### src/rtl/avmm_sdram_write_wrapper.sv
// Streams write_cnt user beats into Avalon-MM bursts of up to MAX_BURST beats.
// Optional macro AVMM_WRITE_STALL_CNT_EN adds the stall_cnt waitrequest counter.
module avmm_sdram_write_wrapper #(
    parameter int MAX_BURST = 64,
    parameter int DATA_W    = 128
) (
    input  logic                clk,
    input  logic                reset_n,
    input  logic                write_start,
    input  logic [31:0]         write_addr,
    input  logic [10:0]         write_cnt,
    input  logic [DATA_W-1:0]   write_data,
    output logic                write_nxt,
    output logic                write_done,
    output logic [31:0]         avm_address,
    output logic                avm_write,
    output logic [DATA_W-1:0]   avm_writedata,
    output logic [DATA_W/8-1:0] avm_byteenable,
    output logic [6:0]          avm_burstcount,
`ifdef AVMM_WRITE_STALL_CNT_EN
    output logic [31:0]         stall_cnt,
`endif
    input  logic                avm_waitrequest
);

    typedef enum logic [1:0] {IDLE, LOAD, WRITE, DONE} state_t;

    localparam logic [10:0] MAX_B = 11'(MAX_BURST);

    state_t              state_q;
    logic [10:0]         beats_left_q;  // beats of the transfer not yet accepted
    logic [6:0]          burst_left_q;  // beats of the current burst not yet accepted
    logic [31:0]         addr_q;
    logic [6:0]          bc_q;
    logic [DATA_W-1:0]   wdata_q;
    logic                wr_q;
    logic                done_q;

    logic                accept;
    logic                last_beat;
    logic [10:0]         rem_after_d;
    logic [6:0]          next_bc_d;
    logic                unused_addr_lsbs;

    assign unused_addr_lsbs = ^write_addr[3:0];

    assign accept    = (state_q == WRITE) && !avm_waitrequest;
    assign last_beat = (beats_left_q == 11'd1);

    // Beats still owed after this cycle; sizes the burst loaded in LOAD or at a burst boundary.
    assign rem_after_d = (state_q == LOAD) ? beats_left_q : beats_left_q - 11'd1;
    assign next_bc_d   = (rem_after_d >= MAX_B) ? MAX_B[6:0] : rem_after_d[6:0];

    // The user beat is sampled on the same edge write_nxt is high, so this cannot be registered.
    assign write_nxt = (state_q == LOAD) || (accept && !last_beat);

    assign write_done     = done_q;
    assign avm_address    = addr_q;
    assign avm_write      = wr_q;
    assign avm_writedata  = wdata_q;
    assign avm_burstcount = bc_q;
    assign avm_byteenable = '1;

    always_ff @(posedge clk or negedge reset_n) begin
        if (!reset_n) begin
            state_q      <= IDLE;
            beats_left_q <= '0;
            burst_left_q <= '0;
            addr_q       <= '0;
            bc_q         <= '0;
            wdata_q      <= '0;
            wr_q         <= 1'b0;
            done_q       <= 1'b0;
        end else begin
            done_q <= 1'b0;
            case (state_q)
                IDLE: begin
                    if (write_start) begin
                        if (write_cnt != 11'd0) begin
                            addr_q       <= {write_addr[31:4], 4'b0000};
                            beats_left_q <= write_cnt;
                            state_q      <= LOAD;
                        end else begin
                            state_q <= DONE;
                        end
                    end
                end
                LOAD: begin
                    wdata_q      <= write_data;
                    bc_q         <= next_bc_d;
                    burst_left_q <= next_bc_d;
                    wr_q         <= 1'b1;
                    state_q      <= WRITE;
                end
                WRITE: begin
                    if (accept) begin
                        if (last_beat) begin
                            wr_q         <= 1'b0;
                            beats_left_q <= '0;
                            burst_left_q <= '0;
                            state_q      <= DONE;
                        end else begin
                            beats_left_q <= beats_left_q - 11'd1;
                            wdata_q      <= write_data;
                            if (burst_left_q == 7'd1) begin
                                addr_q       <= addr_q + {21'd0, bc_q, 4'b0000};
                                bc_q         <= next_bc_d;
                                burst_left_q <= next_bc_d;
                            end else begin
                                burst_left_q <= burst_left_q - 7'd1;
                            end
                        end
                    end
                end
                DONE: begin
                    done_q  <= 1'b1;
                    state_q <= IDLE;
                end
                default: state_q <= IDLE;
            endcase
        end
    end

`ifdef AVMM_WRITE_STALL_CNT_EN
    logic [31:0] stall_cnt_q;

    assign stall_cnt = stall_cnt_q;

    always_ff @(posedge clk or negedge reset_n) begin
        if (!reset_n) begin
            stall_cnt_q <= '0;
        end else if (state_q == IDLE && write_start) begin
            stall_cnt_q <= '0;
        end else if (wr_q && avm_waitrequest && stall_cnt_q != 32'hFFFF_FFFF) begin
            stall_cnt_q <= stall_cnt_q + 32'd1;
        end
    end
`endif

endmodule

### config.mk
export PLATFORM = sky130hd
export DESIGN_NAME = avmm_sdram_write_wrapper
export DESIGN_NICKNAME = d
export VERILOG_FILES = /design/src/rtl/avmm_sdram_write_wrapper.sv
export SDC_FILE = /design/constraint.sdc
export NUM_CORES = 1
export LEC_CHECK = 0
export ABC_CLOCK_PERIOD_IN_PS = 4800
export CORE_ASPECT_RATIO = 1.1
export CORE_MARGIN = 2
export CORE_UTILIZATION = 35
export DETAILED_ROUTE_END_ITERATION = 16
export GPL_ROUTABILITY_DRIVEN = 0
export PLACE_DENSITY = 0.75
export SLEW_MARGIN = 20
export SYNTH_ARGS = -nofsm -noshare
export SYNTH_HDL_FRONTEND = slang
export SYNTH_SLANG_ARGS = --single-unit
### constraint.sdc
create_clock -name clk -period 4.8 [get_ports clk]
set_input_delay 1.44 -clock clk [delete_from_list [all_inputs] [get_ports clk]]
set_output_delay 1.44 -clock clk [all_outputs]
set_load 0.005 [all_outputs]
### Supply network

The bar under the picture is 50 um long. Pins as bars on the die edge.
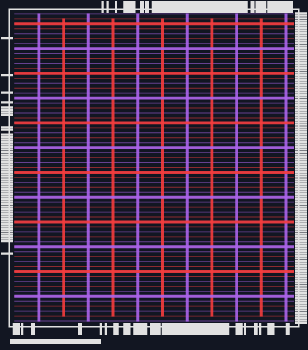
legend:
  red:
    net: VDD
  purple:
    net: VSS
met5 straps: 12
rows: 62

### Placed cells, one color a class

Fill, decap, tap and diode cells in gray.
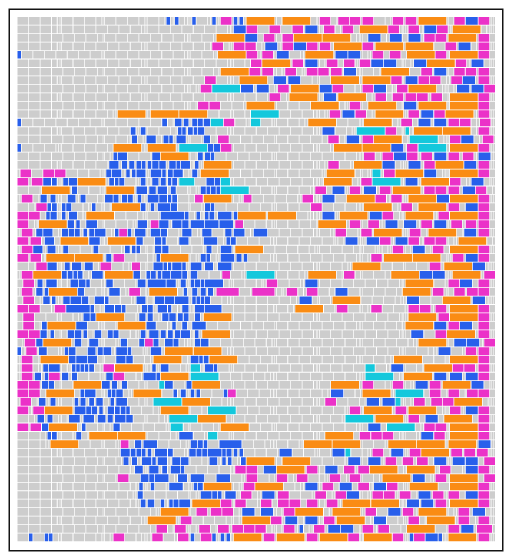
legend:
  magenta:
    class: remaining buffers and delay cells
    cells: 348
  blue:
    class: combinational and other logic
    cells: 566
  orange:
    class: sequential cells
    cells: 185
  cyan:
    class: clock drivers and dummy loads
    cells: 30

==> results.tsv <==
stage	metric	value	unit
critical_path	setup.worst_path.start	avm_waitrequest	
cells_and_area	nMultiInputCombCells	545	
synthesis	ys_seq_share	50.64	%
cells_and_area	drive_gt1_share	4.960	%
cells_and_area	seqAreaFraction	34.89	%
synthesis	yosys.area_share.adder	2.409	%
clock_network	clock-sinks	185	
detailed_routing	highest_layer	met4	
run	timing.max_cap.violations	0	
cells_and_area	largest_reg_flops	128	
final_timing	rsz0062_at_grt	false	
critical_path	worst-path-buf-inv	2	
detailed_routing	ant_nets	0	
critical_path	critPathLaunchType	input port	
clock_network	htree_num_levels	4	
power	comb_power_share	55.0	%
detailed_routing	met2_wirelength	13.87	mm
final_timing	finalSetupViolations	0	
power	p_sw	3670	uW
cells_and_area	final_area	13270	um^2
cells_and_area	diodes	8	
critical_path	reg2reg_from	state_q[0]	
final_timing	fmax	235.8	MHz
floorplan	die_h	173.5	um
cells_and_area	nClkBuffers	19	
clock_network	cts_hold_buf	0	
detailed_routing	drt_iter0_drc	601	
detailed_routing	wl_met3	2.382	mm
placed_design	dpl_cell_area	12720	um^2
power	internal_power	5902	uW
cells_and_area	clkCellAreaFrac	4.007	%
cells_and_area	num-fill-cells	2352	
critical_path	crit_type	input port to output port	
final_timing	timing.hold.ws	0.4885	ns
cells_and_area	flop_area	4629	um^2
synthesis	synth_cells	797	
power	sequentialPowerShare	31.3	%
final_timing	final_hold_viol_count	0	
synthesis	synthFlopType	dfrtp_1	
clock_network	clk_pin_slew	0.06	ns
cells_and_area	flops	185	
power	largestPowerGroup	combinational cells	
cells_and_area	final_cells	1489	
final_timing	worstMarginPinSlew	0.8394	ns
critical_path	rr_worst_depth	9	
critical_path	cp_data_required_time	3.36	ns
critical_path	reg2reg_slack	1.75	ns
placed_design	hpwl	20.36	mm
floorplan	core	25910	um^2
synthesis	yosys-stat-area	9143	um^2
cells_and_area	fin_nets	1310	
global_route	use_met3	6.425	%
cells_and_area	utilization	51.22	%
synthesis	ys.flops	185	
power	p_total	9571	uW
synthesis	ys_cells	797	
critical_path	setup.worst_path.end	write_nxt	
cells_and_area	area_growth	45.15	%
min_path	worst_hold_startpoint	avm_writedata[124]	
cells_and_area	lay_top_cells	clkdlybuf4s50_1, dfrtp_1, mux2_1	
synthesis	synthesis.area	9143	um^2
clock_network	root_buffer	clkbuf_16	
floorplan	fp-row-count	62	
global_route	grt_pass1_vias	7230	
synthesis	synth-edff-count	0	
min_path	hold_path_end	avm_writedata[124]	
synthesis	aoi_share	12.63	%
run_status	status	completed	
global_route	overflow	0	
power	p_sw_share	38.34	%
synthesis	async_flop_share	100.0	%
critical_path	slowest_delay	0.57	ns
critical_path	endpoint_kind	output port	
critical_path	crit_fanout	5	
run	warning_count	39	
final_timing	finalClockPeriodUsage	88.35	%
min_path	whs_path_depth	1	
placed_design	io_buffers	336	
cells_and_area	bufAreaShareNonClock	26.24	%
global_route	grt_max_degree	129	
global_route	grt_pass1_wl	40.89	mm
critical_path	cp_top_family	buffers and inverters	
power	power_density	721.3	nW/um^2
final_timing	slew_headroom	44.04	%
clock_network	postCtsSetupBuffers	0	
final_timing	worst_slack	0.5590	ns
floorplan	ios	361	
floorplan	initCoreUtil	35.29	%
critical_path	crit_slowest_cell	clkdlybuf4s50_1	
final_timing	slew_viol_final	0	
critical_path	cp.arrival	2.80	ns
synthesis	synth.distinct_cells	70	
synthesis	topCombFamilyByArea	multiplexers	
detailed_routing	drt_pass1_iterations	5	
placed_design	placedCellCount	1451	
cells_and_area	dominant_cells	sequential cells	
critical_path	reg2reg_to	avm_address[6]	
global_route	use_met2	33.50	%
global_route	grt.busiest_layer	met2	
synthesis	mux_share	17.53	%
clock_network	cts_buffers	17	
critical_path	cp_common_cell	clkdlybuf4s50_1	
detailed_routing	vias_per_cell	5.090	
clock_network	postCtsResizedCells	0	
cells_and_area	comb_area	4088	um^2
clock_network	cts_tree	built	
final_timing	setup-tns-final	0	ns
detailed_routing	drc	0	
synthesis	ys_sh_xor	0.9580	%
clock_network	clockBufferDepth	2	
clock_network	clk_latency	0.43	ns
power	peakVddDrop	0.0006760	V
final_timing	finalCriticalPeriod	4.241	ns
cells_and_area	inverters	21	
synthesis	yosysWarnings	0	
synthesis	avgSynthCellArea	11.47	um^2
floorplan	tapCellCount	352	
placed_design	pre_cts_slack	0.5859	ns
cells_and_area	lay_top_count	clkdlybuf4s50_1	
critical_path	path_cells	clkdlybuf4s50_1 -> nand2b_1 -> o21bai_1 -> clkdlybuf4s50_1	
min_path	hp-class	flop to flop	
cells_and_area	comb_area_share	30.80	%
floorplan	chipArea	27430	um^2
power	p_comb	5270	uW
critical_path	crit_cells	4	
global_route	use_met1	22.40	%
floorplan	die_w	158.1	um
synthesis	simple_gate_share	10.18	%
global_route	antenna_found_initial	8	
power	pg_clk	1310	uW
power	leakage	0.005342	uW
power	seq_power	2990	uW
detailed_routing	m1WireLength	10.38	mm
cells_and_area	signal_buffers	348	
### Clock wires, drivers and flops

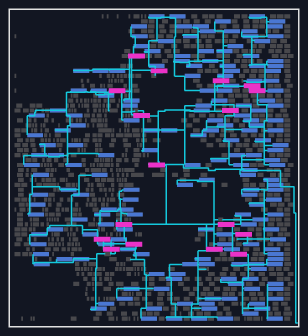
legend:
  magenta:
    item: clock drivers
    count: 17
  blue:
    item: flip-flops
    count: 185
  cyan:
    item: clock wires
    length: 2390 um
routed clock nets: 18
flops lie: widely spread
clock group share of total power: 13.7%
Max Clock Skew: 0.01568 ns

### Metal layers overlaid

The bar under the picture is 50 um long. Two of the layers only.
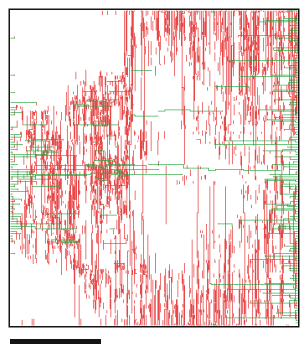
legend:
  red:
    layer: metal 2
    wire_length: 13900 um
  green:
    layer: metal 3
    wire_length: 2380 um
Wirelength per Cell: 18.19 um
via count: 7579
Post-Route WL: 27.09 mm
global-route total usage across every layer: 19.33%

-- Yosys cell counts, drive strengths merged, types with 3 or more instances --
cell	instances	share of area [%]
nor3	23	1.3
o22ai	13	0.89
nand4	7	0.48
and3	10	0.68
a31oi	5	0.34
dfrtp	185	51
nor2	47	1.9
a22oi	3	0.25
nand2b	8	0.55
inv	21	0.86
clkbuf	20	0.82
nor4	12	1.1
xnor2	8	0.77
buf	44	3.9
o32ai	4	0.47
nor2b	4	0.27
mux2i	15	1.6
o21a	5	0.41
a22o	5	0.48
a21oi	39	2.2
mux2	129	16
ha	16	2.2
nand2	37	1.5
a21o	4	0.33
a211oi	8	0.66
o31a	5	0.48
nand3	16	0.88
a221oi	3	0.36
o31ai	7	0.57
or3	5	0.34
o21ai	49	2.7
Power figures rest on the tool's default switching activity, not on a simulated workload.
